## config.mk

```make
export PLATFORM = sky130hd
export DESIGN_NAME = button_event
export DESIGN_NICKNAME = d
export VERILOG_FILES = /design/src/rtl/button_event.sv
export SDC_FILE = /design/constraint.sdc
export NUM_CORES = 1
export LEC_CHECK = 0
export CAP_MARGIN = 20
export CORE_MARGIN = 1
export CORE_UTILIZATION = 45
export DETAILED_ROUTE_END_ITERATION = 12
export PLACE_DENSITY = 0.61
export SYNTH_ARGS = -nofsm -noshare
export SYNTH_HDL_FRONTEND = slang
export SYNTH_SLANG_ARGS = --single-unit
```

## constraint.sdc

```tcl
create_clock -name clk -period 5.96 [get_ports clk]
set_clock_uncertainty 0.1 [all_clocks]
set_input_delay 1.192 -clock clk [delete_from_list [all_inputs] [get_ports clk]]
set_output_delay 1.192 -clock clk [all_outputs]
set_load 0.01 [all_outputs]
```

## src/rtl/button_event.sv

```systemverilog
// button_event: turns a debounced button level into single-cycle event pulses.
//
// The input comes from a debouncer running on its own divided clock, so it is
// resynchronised (two flops) before any edge detection. Events are registered
// and each lasts exactly one clk cycle.
//
// Optional feature: define BUTTON_EVENT_DCLICK_EN to enable double-click detection.
// Without it, the WAIT_DBL state is never entered and dbl_click stays 0.
//
// Parameters:
//   CNT_W        width of the hold/interval counter
//   LONG_TICKS   clk cycles from press pulse to long_press pulse (2..2^CNT_W-1)
//   REPEAT_TICKS clk cycles between repeat pulses (1..2^CNT_W-1)
//   DCLICK_TICKS double-click window in clk cycles (macro build only)
//
// Ports:
//   clk          system clock
//   rst          asynchronous active-high reset
//   in           debounced button level, asynchronous to clk
//   held         synchronised button level
//   press        pulse on rising edge of the synchronised level
//   release_evt  pulse on falling edge of the synchronised level
//   short_click  pulse on a release that comes before long_press
//   long_press   pulse after LONG_TICKS of continuous hold
//   repeat_evt   pulse every REPEAT_TICKS after long_press while still held
//   dbl_click    pulse on the second press of a double click
//
// "release" and "repeat" are SystemVerilog keywords, hence the _evt suffix.

module button_event #(
    parameter int unsigned CNT_W        = 24,
    parameter int unsigned LONG_TICKS   = 12000000,
    parameter int unsigned REPEAT_TICKS = 3000000,
    parameter int unsigned DCLICK_TICKS = 6000000
) (
    input  logic clk,
    input  logic rst,
    input  logic in,
    output logic held,
    output logic press,
    output logic release_evt,
    output logic short_click,
    output logic long_press,
    output logic repeat_evt,
    output logic dbl_click
);

    localparam logic [CNT_W-1:0] LongLast   = CNT_W'(LONG_TICKS - 1);
    localparam logic [CNT_W-1:0] RepeatLast = CNT_W'(REPEAT_TICKS - 1);
    localparam logic [CNT_W-1:0] DclickLast = CNT_W'(DCLICK_TICKS - 1);
    localparam logic [CNT_W-1:0] DclickLim  = CNT_W'(DCLICK_TICKS);

    typedef enum logic [1:0] {StIdle, StPressed, StLong, StWaitDbl} state_e;

    state_e           state_q, state_d;
    logic [CNT_W-1:0] cnt_q, cnt_d;
    logic             s1_q, s2_q, prev_q;
    // Set while the current press is the second press of a double click.
    logic             second_q, second_d;

    logic press_q, press_d;
    logic release_q, release_d;
    logic short_q, short_d;
    logic long_q, long_d;
    logic repeat_q, repeat_d;
    logic dbl_q, dbl_d;

    logic rise, fall, long_hit, repeat_hit, dbl_end, dbl_ok;

    assign rise       = s2_q & ~prev_q;
    assign fall       = ~s2_q & prev_q;
    assign long_hit   = (cnt_q == LongLast);
    assign repeat_hit = (cnt_q == RepeatLast);
    assign dbl_end    = (cnt_q == DclickLast);
    assign dbl_ok     = rise && (cnt_q < DclickLim);

    // State register, synchroniser and registered outputs.
    always_ff @(posedge clk or posedge rst) begin
        if (rst) begin
            s1_q      <= 1'b0;
            s2_q      <= 1'b0;
            prev_q    <= 1'b0;
            state_q   <= StIdle;
            cnt_q     <= '0;
            second_q  <= 1'b0;
            press_q   <= 1'b0;
            release_q <= 1'b0;
            short_q   <= 1'b0;
            long_q    <= 1'b0;
            repeat_q  <= 1'b0;
            dbl_q     <= 1'b0;
        end else begin
            s1_q      <= in;
            s2_q      <= s1_q;
            prev_q    <= s2_q;
            state_q   <= state_d;
            cnt_q     <= cnt_d;
            second_q  <= second_d;
            press_q   <= press_d;
            release_q <= release_d;
            short_q   <= short_d;
            long_q    <= long_d;
            repeat_q  <= repeat_d;
            dbl_q     <= dbl_d;
        end
    end

    // Next-state and counter. A fall always takes priority over a threshold.
    always_comb begin
        state_d  = state_q;
        cnt_d    = cnt_q + 1'b1;
        second_d = second_q;
        unique case (state_q)
            StIdle: begin
                cnt_d    = '0;
                second_d = 1'b0;
                if (rise) state_d = StPressed;
            end
            StPressed: begin
                if (fall) begin
                    cnt_d    = '0;
                    second_d = 1'b0;
`ifdef BUTTON_EVENT_DCLICK_EN
                    state_d  = second_q ? StIdle : StWaitDbl;
`else
                    state_d  = StIdle;
`endif
                end else if (long_hit) begin
                    cnt_d   = '0;
                    state_d = StLong;
                end
            end
            StLong: begin
                if (fall) begin
                    cnt_d    = '0;
                    second_d = 1'b0;
                    state_d  = StIdle;
                end else if (repeat_hit) begin
                    cnt_d = '0;
                end
            end
            StWaitDbl: begin
                // Rise is checked first so a rise on the timeout cycle still counts.
                if (dbl_ok) begin
                    cnt_d    = '0;
                    second_d = 1'b1;
                    state_d  = StPressed;
                end else if (dbl_end) begin
                    cnt_d   = '0;
                    state_d = StIdle;
                end
            end
            default: begin
                cnt_d   = '0;
                state_d = StIdle;
            end
        endcase
    end

    // Event decode, registered on the next edge.
    always_comb begin
        press_d   = 1'b0;
        release_d = 1'b0;
        short_d   = 1'b0;
        long_d    = 1'b0;
        repeat_d  = 1'b0;
        dbl_d     = 1'b0;
        unique case (state_q)
            StIdle: press_d = rise;
            StPressed: begin
                if (fall) begin
                    release_d = 1'b1;
                    short_d   = ~second_q;
                end else begin
                    long_d = long_hit;
                end
            end
            StLong: begin
                if (fall) release_d = 1'b1;
                else      repeat_d  = repeat_hit;
            end
            StWaitDbl: begin
                if (dbl_ok) begin
                    press_d = 1'b1;
`ifdef BUTTON_EVENT_DCLICK_EN
                    dbl_d   = 1'b1;
`endif
                end
            end
            default: ;
        endcase
    end

    assign held        = s2_q;
    assign press       = press_q;
    assign release_evt = release_q;
    assign short_click = short_q;
    assign long_press  = long_q;
    assign repeat_evt  = repeat_q;
    assign dbl_click   = dbl_q;

endmodule
```

==> results.ini, run 1 <==
[cells_and_area]
final_nets=219
buffer_area_share_pct=4.164
flops=35
stdcell_area_um2=2103
lay_top_count=nor2_1
clock_buffers=6
logic_area_um2=918.4

[floorplan]
coreArea_um2=4000
die-area_um2=4407
io-pin-count=10

[sta]
final-hold-violation-count=0

[global_routing]
antenna_found_initial=0
grt_max_degree=36
grt_pass1_wl_um=6575

[clocking]
ctsHoldBuffers=0
path_clk_slew_ns=0.07
root_buffer=clkbuf_8
post-cts-setup-buffer-count=0

[placement]
numPortBuffers=8

[yosys]
synth_area_um2=1866
ys.warnings.count=0
top_cells_by_count=nor2_1, dfrtp_1, nand2_1
ys_area_um2=1866
mux_share_pct=1.073
synth-main-ff-cell=dfrtp_1

[drt]
drt_iter0_drc=61
met3WireLength_um=108

[setup_path]
worstReg2RegStart=cnt_q[0]
arrival_ns=1.25
crit_path_start_kind=flip-flop
critPathBufInv=1
crit_path_end=held

[flow_run]
tool_warnings=30

[power_and_ir_drop]
power.leakage_nw=0.8594
p_clk_share_pct=33.3

[run_status]
status=finished, final reports clean

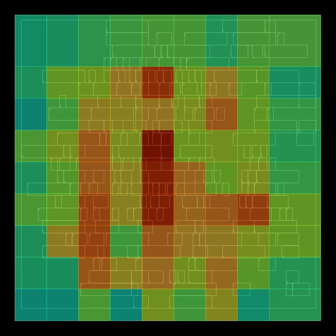
**Above:** run 1 (routing congestion map).
most crowded layer after global routing: met2
met2 usage: 34.95%
met1 Usage GRT: 23.22%

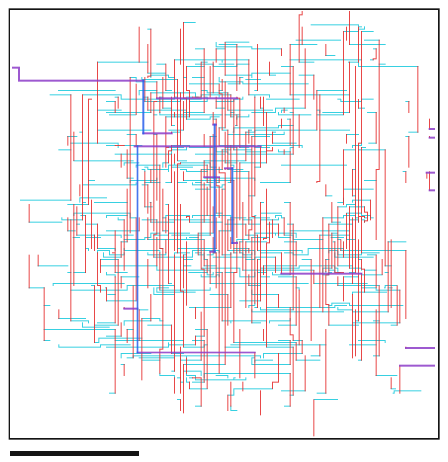
**Above:** run 1 (signal wires by layer).
Scale bar: 20 um.
legend:
  red:
    layer: metal 2
    wire_length: 1,950 um
  cyan:
    layer: metal 1
    wire_length: 1,640 um
  blue:
    layer: metal 4
    wire_length: 71.4 um
  purple:
    layer: metal 3
    wire_length: 109 um

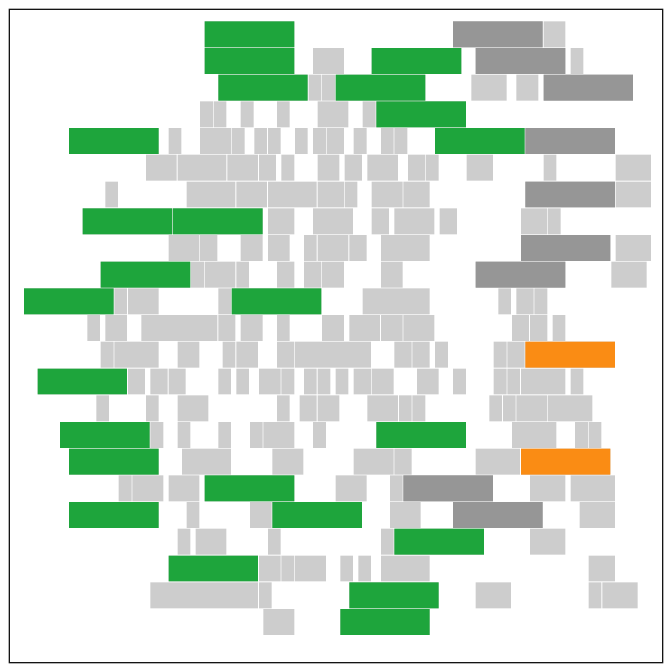
**Above:** run 1 (where the registers sit).
Other sequential cells in the stronger gray, the rest of the logic in the fainter gray.
legend:
  orange:
    netlist_name: `state_q`
    sequential_cells: 2
  green:
    netlist_name: `cnt_q`
    sequential_cells: 24

==> run 2, diff against run 1 <==
==> constraint.sdc (replaced) <==
create_clock -name clk -period 2.4 [get_ports clk]
set_clock_uncertainty 0.1 [all_clocks]
set_input_delay 0.48 -clock clk [delete_from_list [all_inputs] [get_ports clk]]
set_output_delay 0.48 -clock clk [all_outputs]
set_load 0.01 [all_outputs]
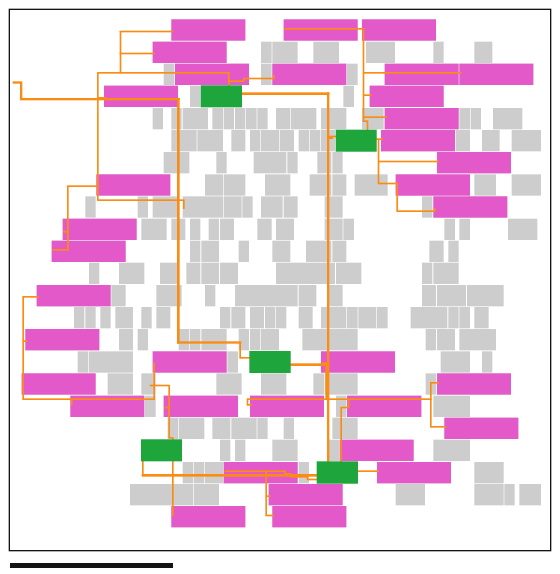
**Above:** run 2 (clock distribution).
Scale bar: 20 um.
legend:
  magenta:
    item: flip-flops
    count: 35
  green:
    item: clock drivers
    count: 5
  orange:
    item: clock wires
    length: 436 um
flops lie: all over the die
routed clock nets: 6

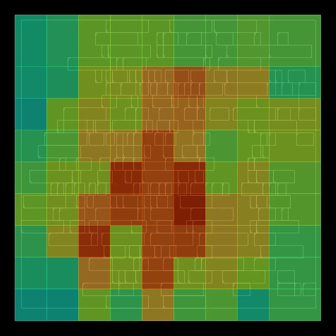
**Above:** run 2 (routing congestion map).
fin util: 52.46%
GR met3 Demand/Resource: 5.172%

==> results.ini, run 2 <==
[global_routing]
grt_overflow=0  ; unchanged
antenna_found_initial=0  ; unchanged
use_met2_pct=35.71  ; was 34.95%
grt_pass1_wl_um=6617  ; was 6575 um
grt_busiest_layer=met2  ; unchanged
gr-usage-met1_pct=24.24  ; was 23.22%
grt_max_degree=36  ; unchanged

[sta]
rsz0062_at_grt=no  ; unchanged
setup_tns_ns=0  ; unchanged
worst_slew_pin_slew_ns=0.4930  ; was 0.5258 ns
final-hold-violation-count=0  ; unchanged
finalCritPeriodShare_pct=92.85
whs_ns=0.2625  ; was 0.2518 ns

[setup_path]
arrival_ns=2.30  ; was 1.25 ns
cpLargestDelayFamily=AND-OR/OR-AND gates  ; was buffers and inverters
critPathBufInv=1  ; unchanged
crit_path_end=cnt_q[2]  ; was held
cp_data_required_time_ns=2.47  ; was 4.67 ns
worstReg2RegStart=cnt_q[0]  ; unchanged
rrSetupSlack_ns=0.17  ; was 3.47 ns
crit_path_start_kind=flip-flop  ; unchanged

[yosys]
synth-main-ff-cell=dfrtp_1  ; unchanged
ys.warnings.count=0  ; unchanged
area_leaders=dfrtp_1, nor2_1, xnor2_1  ; unchanged
top_cell_area_share_pct=46.95  ; unchanged
edf_count=0  ; unchanged
yosys_cells=197  ; unchanged
syn_area_per_cell_um2=9.470  ; unchanged
ys_ff=35  ; unchanged
synth_area_um2=1866  ; unchanged
top_cells_by_count=nor2_1, dfrtp_1, nand2_1  ; unchanged
top_cell=nor2_1  ; unchanged
ys_area_um2=1866  ; unchanged
mux_share_pct=1.073  ; unchanged

[cells_and_area]
buffer_area_share_pct=5.128  ; was 4.164%
flops=35  ; unchanged
final_nets=220  ; was 219
layout_top_cells=nor2_1, dfrtp_1, nand2_1  ; unchanged
lay_top_count=nor2_1  ; unchanged
n_antenna_cell=0  ; unchanged
fin_cells=261  ; unchanged
clock_buffers=6  ; unchanged
largest_reg_flops=24  ; unchanged
stdcell_area_um2=2098  ; was 2103 um2
regMostFlops=cnt_q  ; unchanged
logic_area_um2=923.4  ; was 918.4 um2

[drt]
postRouteAntennaNets=0  ; unchanged
drt_iter0_drc=32  ; was 61
met3WireLength_um=118  ; was 108 um
wire_per_inst_um=14.75  ; was 14.46 um

[flow_run]
tool_warnings=30  ; unchanged

[clocking]
path_clk_slew_ns=0.06  ; was 0.07 ns
cts_buffer_depth=2  ; unchanged
post-cts-setup-buffer-count=0  ; unchanged
cts.sinks=35  ; unchanged
root_buffer=clkbuf_8  ; unchanged
ctsHoldBuffers=0  ; unchanged

[power_and_ir_drop]
power_switching_w=0.0004991  ; was 0.0002005 W
p_clk_share_pct=26.8  ; was 33.3%
p_seq_share_pct=42.6  ; was 40.8%
power.leakage_nw=0.8533  ; was 0.8594 nW

[floorplan]
well_tap_count=50  ; unchanged
coreArea_um2=4000  ; unchanged
num_rows=23  ; unchanged
die-area_um2=4407  ; unchanged
io-pin-count=10  ; unchanged

[placement]
numPortBuffers=8  ; unchanged
place_ws_ns=0.05928  ; was 3.426 ns

[run_status]
status=finished, final reports clean  ; unchanged

Power figures rest on the tool's default switching activity, not on a simulated workload.
